--- src/rtl/run_host.sv ---
// run_host -- host-side initiator for the processor's req/done handshake.
//
// One session: preload LOAD_N operand bytes into data memory while the core
// is held in reset, release the core and pulse req, wait for done, then
// stream RES_N result bytes out of data memory through a valid/ready port.
//
// Ports
//   clk, reset        single clock; synchronous active-high reset
//   start             begin a session (sampled in IDLE, DONE_S, TMO only)
//   ld_valid/ld_data/ld_ready           load byte stream (host is sink)
//   mem_wr_en/mem_addr/mem_wdata/mem_rdata  shared data-memory port;
//                                        mem_rdata is combinational on mem_addr
//   core_reset, req, done                processor control handshake
//   res_valid/res_data/res_addr/res_ready   result byte stream (host is source)
//   busy, finished, timeout, run_cycles  status
//
// Optional feature: define HOST_TIMEOUT_EN to enable the WAIT watchdog
// (limit TMO_CYC cycles). Without it WAIT persists until done, the TMO state
// is unreachable and timeout is tied to 0.

module run_host #(
  parameter int AW        = 8,
  parameter int LOAD_BASE = 0,
  parameter int LOAD_N    = 64,
  parameter int RES_BASE  = 64,
  parameter int RES_N     = 32,
  parameter int TMO_CYC   = 4096
) (
  input  logic          clk,
  input  logic          reset,
  input  logic          start,
  input  logic          ld_valid,
  input  logic [7:0]    ld_data,
  output logic          ld_ready,
  output logic          mem_wr_en,
  output logic [AW-1:0] mem_addr,
  output logic [7:0]    mem_wdata,
  input  logic [7:0]    mem_rdata,
  output logic          core_reset,
  output logic          req,
  input  logic          done,
  output logic          res_valid,
  output logic [7:0]    res_data,
  output logic [AW-1:0] res_addr,
  input  logic          res_ready,
  output logic          busy,
  output logic          finished,
  output logic          timeout,
  output logic [15:0]   run_cycles
);

  typedef enum logic [2:0] {
    IDLE, LOAD, LAUNCH, ARM, WAIT, DRAIN, DONE_S, TMO
  } state_t;

  // Pointers carry one extra bit so a full 2^AW transfer still has a
  // distinct last index.
  localparam int              PW          = AW + 1;
  localparam logic [AW-1:0]   LOAD_BASE_A = AW'(LOAD_BASE);
  localparam logic [AW-1:0]   RES_BASE_A  = AW'(RES_BASE);
  localparam logic [PW-1:0]   LOAD_LAST   = PW'(LOAD_N - 1);
  localparam logic [PW-1:0]   RES_LAST    = PW'(RES_N - 1);
  localparam logic [PW-1:0]   PTR_ONE     = PW'(1);
  localparam logic [16:0]     TMO_LIM     = 17'(TMO_CYC);

`ifdef HOST_TIMEOUT_EN
  localparam bit TMO_EN = 1'b1;
`else
  localparam bit TMO_EN = 1'b0;
`endif

  state_t          state, state_next;
  logic [PW-1:0]   wr_ptr, rd_ptr;
  logic            timeout_q;
  logic            start_ok;
  logic            at_limit;
  logic            tmo_hit;
  logic [AW-1:0]   load_addr;
  logic [AW-1:0]   drain_addr;

  // Address sums wrap naturally in AW bits.
  assign load_addr  = LOAD_BASE_A + wr_ptr[AW-1:0];
  assign drain_addr = RES_BASE_A + rd_ptr[AW-1:0];

  assign start_ok = start && (state == IDLE || state == DONE_S || state == TMO);

  // The current WAIT cycle is the one that brings run_cycles to the limit.
  assign at_limit = ({1'b0, run_cycles} + 17'd1) >= TMO_LIM;
  assign tmo_hit  = TMO_EN && at_limit;

  assign timeout  = TMO_EN && timeout_q;

  // ---------------------------------------------------------------------
  // State register
  // ---------------------------------------------------------------------
  // NOTE: registers use non-blocking assignments so every flop samples the
  // pre-edge values of the others, independent of statement order.
  always_ff @(posedge clk) begin
    if (reset) state <= IDLE;
    else       state <= state_next;
  end

  // ---------------------------------------------------------------------
  // Next-state logic
  // ---------------------------------------------------------------------
  // NOTE: every combinational output gets a default before the case, so no
  // path leaves it unassigned and no latch is inferred.
  always_comb begin
    state_next = state;
    case (state)
      IDLE, DONE_S, TMO: if (start) state_next = LOAD;
      LOAD:              if (ld_valid && wr_ptr == LOAD_LAST) state_next = LAUNCH;
      LAUNCH:            state_next = ARM;
      // ARM ignores done: a stale done from the core leaving reset is masked.
      ARM:               state_next = WAIT;
      WAIT: begin
        // done takes priority over a coinciding watchdog expiry
        if (done)         state_next = DRAIN;
        else if (tmo_hit) state_next = TMO;
      end
      DRAIN:             if (res_ready && rd_ptr == RES_LAST) state_next = DONE_S;
      default:           state_next = IDLE;
    endcase
  end

  // ---------------------------------------------------------------------
  // Output logic (Moore outputs plus the pass-through load/read data)
  // ---------------------------------------------------------------------
  always_comb begin
    core_reset = 1'b1;
    ld_ready   = 1'b0;
    mem_wr_en  = 1'b0;
    mem_addr   = load_addr;
    mem_wdata  = 8'h00;
    req        = 1'b0;
    res_valid  = 1'b0;
    res_data   = 8'h00;
    res_addr   = '0;
    busy       = 1'b0;
    case (state)
      LOAD: begin
        busy      = 1'b1;
        ld_ready  = 1'b1;
        mem_wr_en = ld_valid;
        if (ld_valid) mem_wdata = ld_data;
      end
      LAUNCH: begin
        busy       = 1'b1;
        core_reset = 1'b0;
        req        = 1'b1;
      end
      ARM, WAIT: begin
        busy       = 1'b1;
        core_reset = 1'b0;
      end
      DRAIN: begin
        // Driven only from rd_ptr, so data/address hold while res_ready is low.
        busy      = 1'b1;
        res_valid = 1'b1;
        mem_addr  = drain_addr;
        res_data  = mem_rdata;
        res_addr  = drain_addr;
      end
      default: ;
    endcase
  end

  // ---------------------------------------------------------------------
  // Pointers, cycle counter and sticky status
  // ---------------------------------------------------------------------
  always_ff @(posedge clk) begin
    if (reset) begin
      wr_ptr     <= '0;
      rd_ptr     <= '0;
      run_cycles <= '0;
      finished   <= 1'b0;
      timeout_q  <= 1'b0;
    end else begin
      if (start_ok) begin
        wr_ptr     <= '0;
        rd_ptr     <= '0;
        run_cycles <= '0;
        finished   <= 1'b0;
        timeout_q  <= 1'b0;
      end
      case (state)
        LOAD: if (ld_valid) wr_ptr <= wr_ptr + PTR_ONE;
        WAIT: begin
          if (run_cycles != 16'hFFFF) run_cycles <= run_cycles + 16'd1;
          if (!done && tmo_hit) timeout_q <= 1'b1;
        end
        DRAIN: begin
          if (res_ready) begin
            rd_ptr <= rd_ptr + PTR_ONE;
            if (rd_ptr == RES_LAST) finished <= 1'b1;
          end
        end
        default: ;
      endcase
    end
  end

endmodule

--- config.mk ---
export PLATFORM = sky130hd
export DESIGN_NAME = run_host
export DESIGN_NICKNAME = d
export VERILOG_FILES = /design/src/rtl/run_host.sv
export SDC_FILE = /design/constraint.sdc
export NUM_CORES = 1
export LEC_CHECK = 0
export ABC_AREA = 1
export CAP_MARGIN = 5
export CORE_MARGIN = 2
export CORE_UTILIZATION = 45
export CTS_CLUSTER_DIAMETER = 80
export DETAILED_ROUTE_END_ITERATION = 8
export GPL_TIMING_DRIVEN = 0
export PLACE_DENSITY = 0.77
export SYNTH_ARGS = -nofsm -noshare
export SYNTH_HDL_FRONTEND = slang
export SYNTH_SLANG_ARGS = --single-unit
--- constraint.sdc ---
create_clock -name clk -period 1.81 [get_ports clk]
set_input_delay 0.362 -clock clk [delete_from_list [all_inputs] [get_ports clk]]
set_output_delay 0.362 -clock clk [all_outputs]
set_load 0.01 [all_outputs]
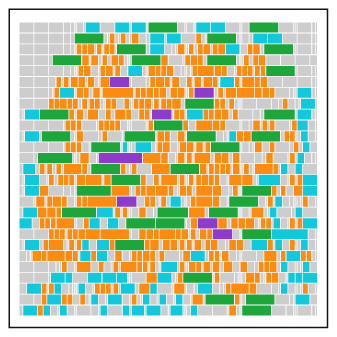
(cell classes on the final placement)
(4 px per um) Fill, decap, tap and diode cells in grey.
purple -> clock drivers and dummy loads  # cells 7, share of their area 3.3%
cyan -> remaining buffers and delay cells  # cells 92, share of their area 22%
green -> registers  # cells 38, share of their area 23%
orange -> remaining logic cells  # cells 360, share of their area 52%

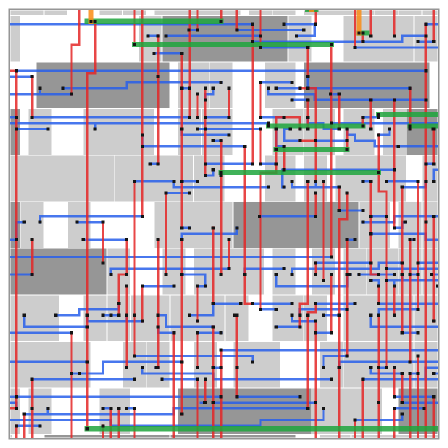
(a small window of the routed layout)
Window x 27 to 52, y 27 to 52 um. Cells in grey, sequential cells in the stronger grey; small squares are vias.
green -> M3
blue -> M1
orange -> M4
red -> M2
netlist names of flops here include = `rd_ptr` (5), `run_cycles` (1)
most frequent = nand2_1 (11), inv_1 (9), nor2_1 (6)
cells with their middle in the window = 64
sequential cells in the window = 6

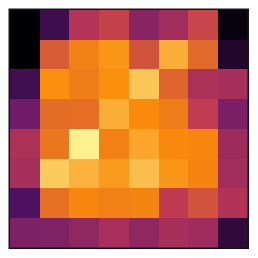
(cell density map)
(3 px per um) The die is cut into 8 by 8 equal tiles; black is low, pale yellow is high, 0 to 100% covered.
fullest tile = 97%
mean over tiles = 55%
densest ninth of the die = centre
tiles over 75% full = 20%
Core Util, Final: 64.5%
Core ar.: 5470 um2
Initial Util: 46.5%

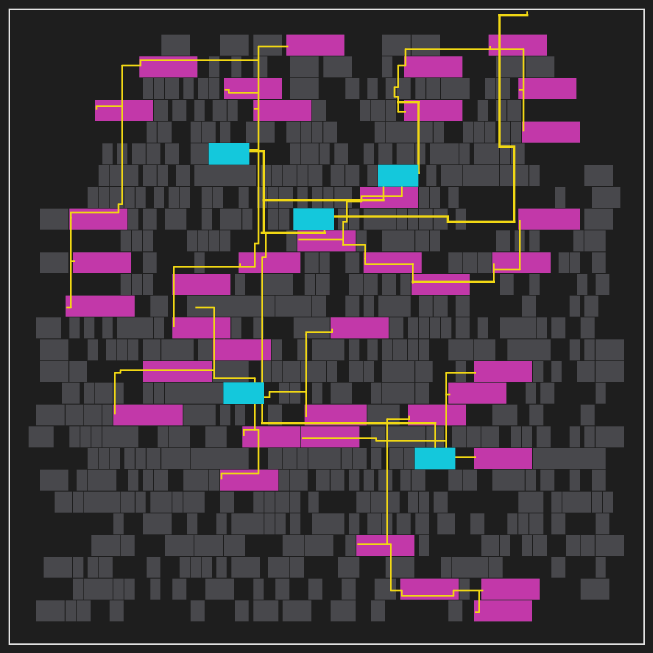
(clock network drawn from the DEF)
(8 px per um)
cyan -> clock-net drivers  # count 5
magenta -> flip-flops  # count 38
yellow -> clock wires  # length 540 um
routed clock nets = 6
later-pin clock latency in the skew report: 0.30 ns
share of power burned in the clock network: 22.3%

## power groups by stage
stage	Combinational, mW	Sequential (mW)	Clock (mW)
after CTS	1.50	0.999	0.757
final	1.59	1.02	0.750
after global routing	1.73	1.02	0.794
after floorplan	0.975	0.978	0
after detailed placement	1.51	0.989	0
after global placement	1.50	0.986	0
## state kept, by name, indices dropped and copies added (netlist names)
name / flops
wr_ptr: 9
finished: 1
state: 3
rd_ptr: 9
run_cycles: 16
## metrics by stage
step	utilization (%)	hold slack, ns	setup TNS (ns)	power (mW)	std cells
floorplan	-	0.444	0	1.95	409
global placement	61.8	0.454	-7.76	2.48	556
detailed placement	61.8	0.480	-8.29	2.50	556
CTS	63.3	0.489	0	3.25	566
global route	64.5	0.518	-0.0304	3.54	569
finish	64.5	0.486	0	3.36	569
==> summary.txt <==
Results of the flow run.

After synthesis, the largest area contributor takes up 29.9% of total cell area. Post-CTS timing repair inserted 3 buffers for setup. The fraction of final cell area spent on clock buffers and inverters in this run is 3.19%. Per the final report, the share of cell area in non-clock buffers is 21.6%. The inserted tap cell count stands at 72. The critical path ends at core_reset. The internal portion of the total power is 1.98 mW. Entering global routing, the biggest net connects 12 pins.

The leakage power of the design stands at 1.53 nW. After synthesis, the design contains 409 cells according to Yosys. The run finished with clean final reports. Registers take 776 um2.

Per the detail_route report, vias per standard cell equal 5.16. In this run the most used layer during global routing was met2. The synthesized net count stands at 438. The worst setup path is launched from a flop. Once the clock tree was built, the resizer swapped 126 gates to a different size. The proportion of layout cells with a drive suffix above 1 stands at 18.7%. Summed over all nets, the switching power comes to 1.37 mW. The chip occupies 6270 um2. The largest single stage delay on the critical path is 0.38 ns. The fraction of cell area in multi-input combinational cells is reported as 44.2%. In this run the top signal layer used is met4. By area, the class that comes first in the final layout consists of logic gates. The timing report gives the clock slew at the launch and capture registers of the worst setup and hold paths as 0.08 ns. The most used flip-flop cell after synthesis is dfxtp_1. The synthesis run shows multiplexers occupying 0% of the cell area. The count of H-tree levels built during CTS stands at 2. The die is 79.2 um tall. Multi-input combinational cells in the finished layout were counted as 304. The biggest area contributor in the post-synthesis netlist is dfxtp_1. Global routing used 27.8% of the available met1 tracks. The filler cell count in the final layout stands at 510.

The synthesis-to-finish area growth stands at 38.8%. The most common cell in the synthesized netlist is nand2_1. For this run the detailed placement stage logged an HPWL of 5240 um. The cell sitting at the root of the clock tree is a clkbuf_8. The share of total power dissipated in sequential elements is 30.2%.
Power figures rest on the tool's default switching activity, not on a simulated workload.
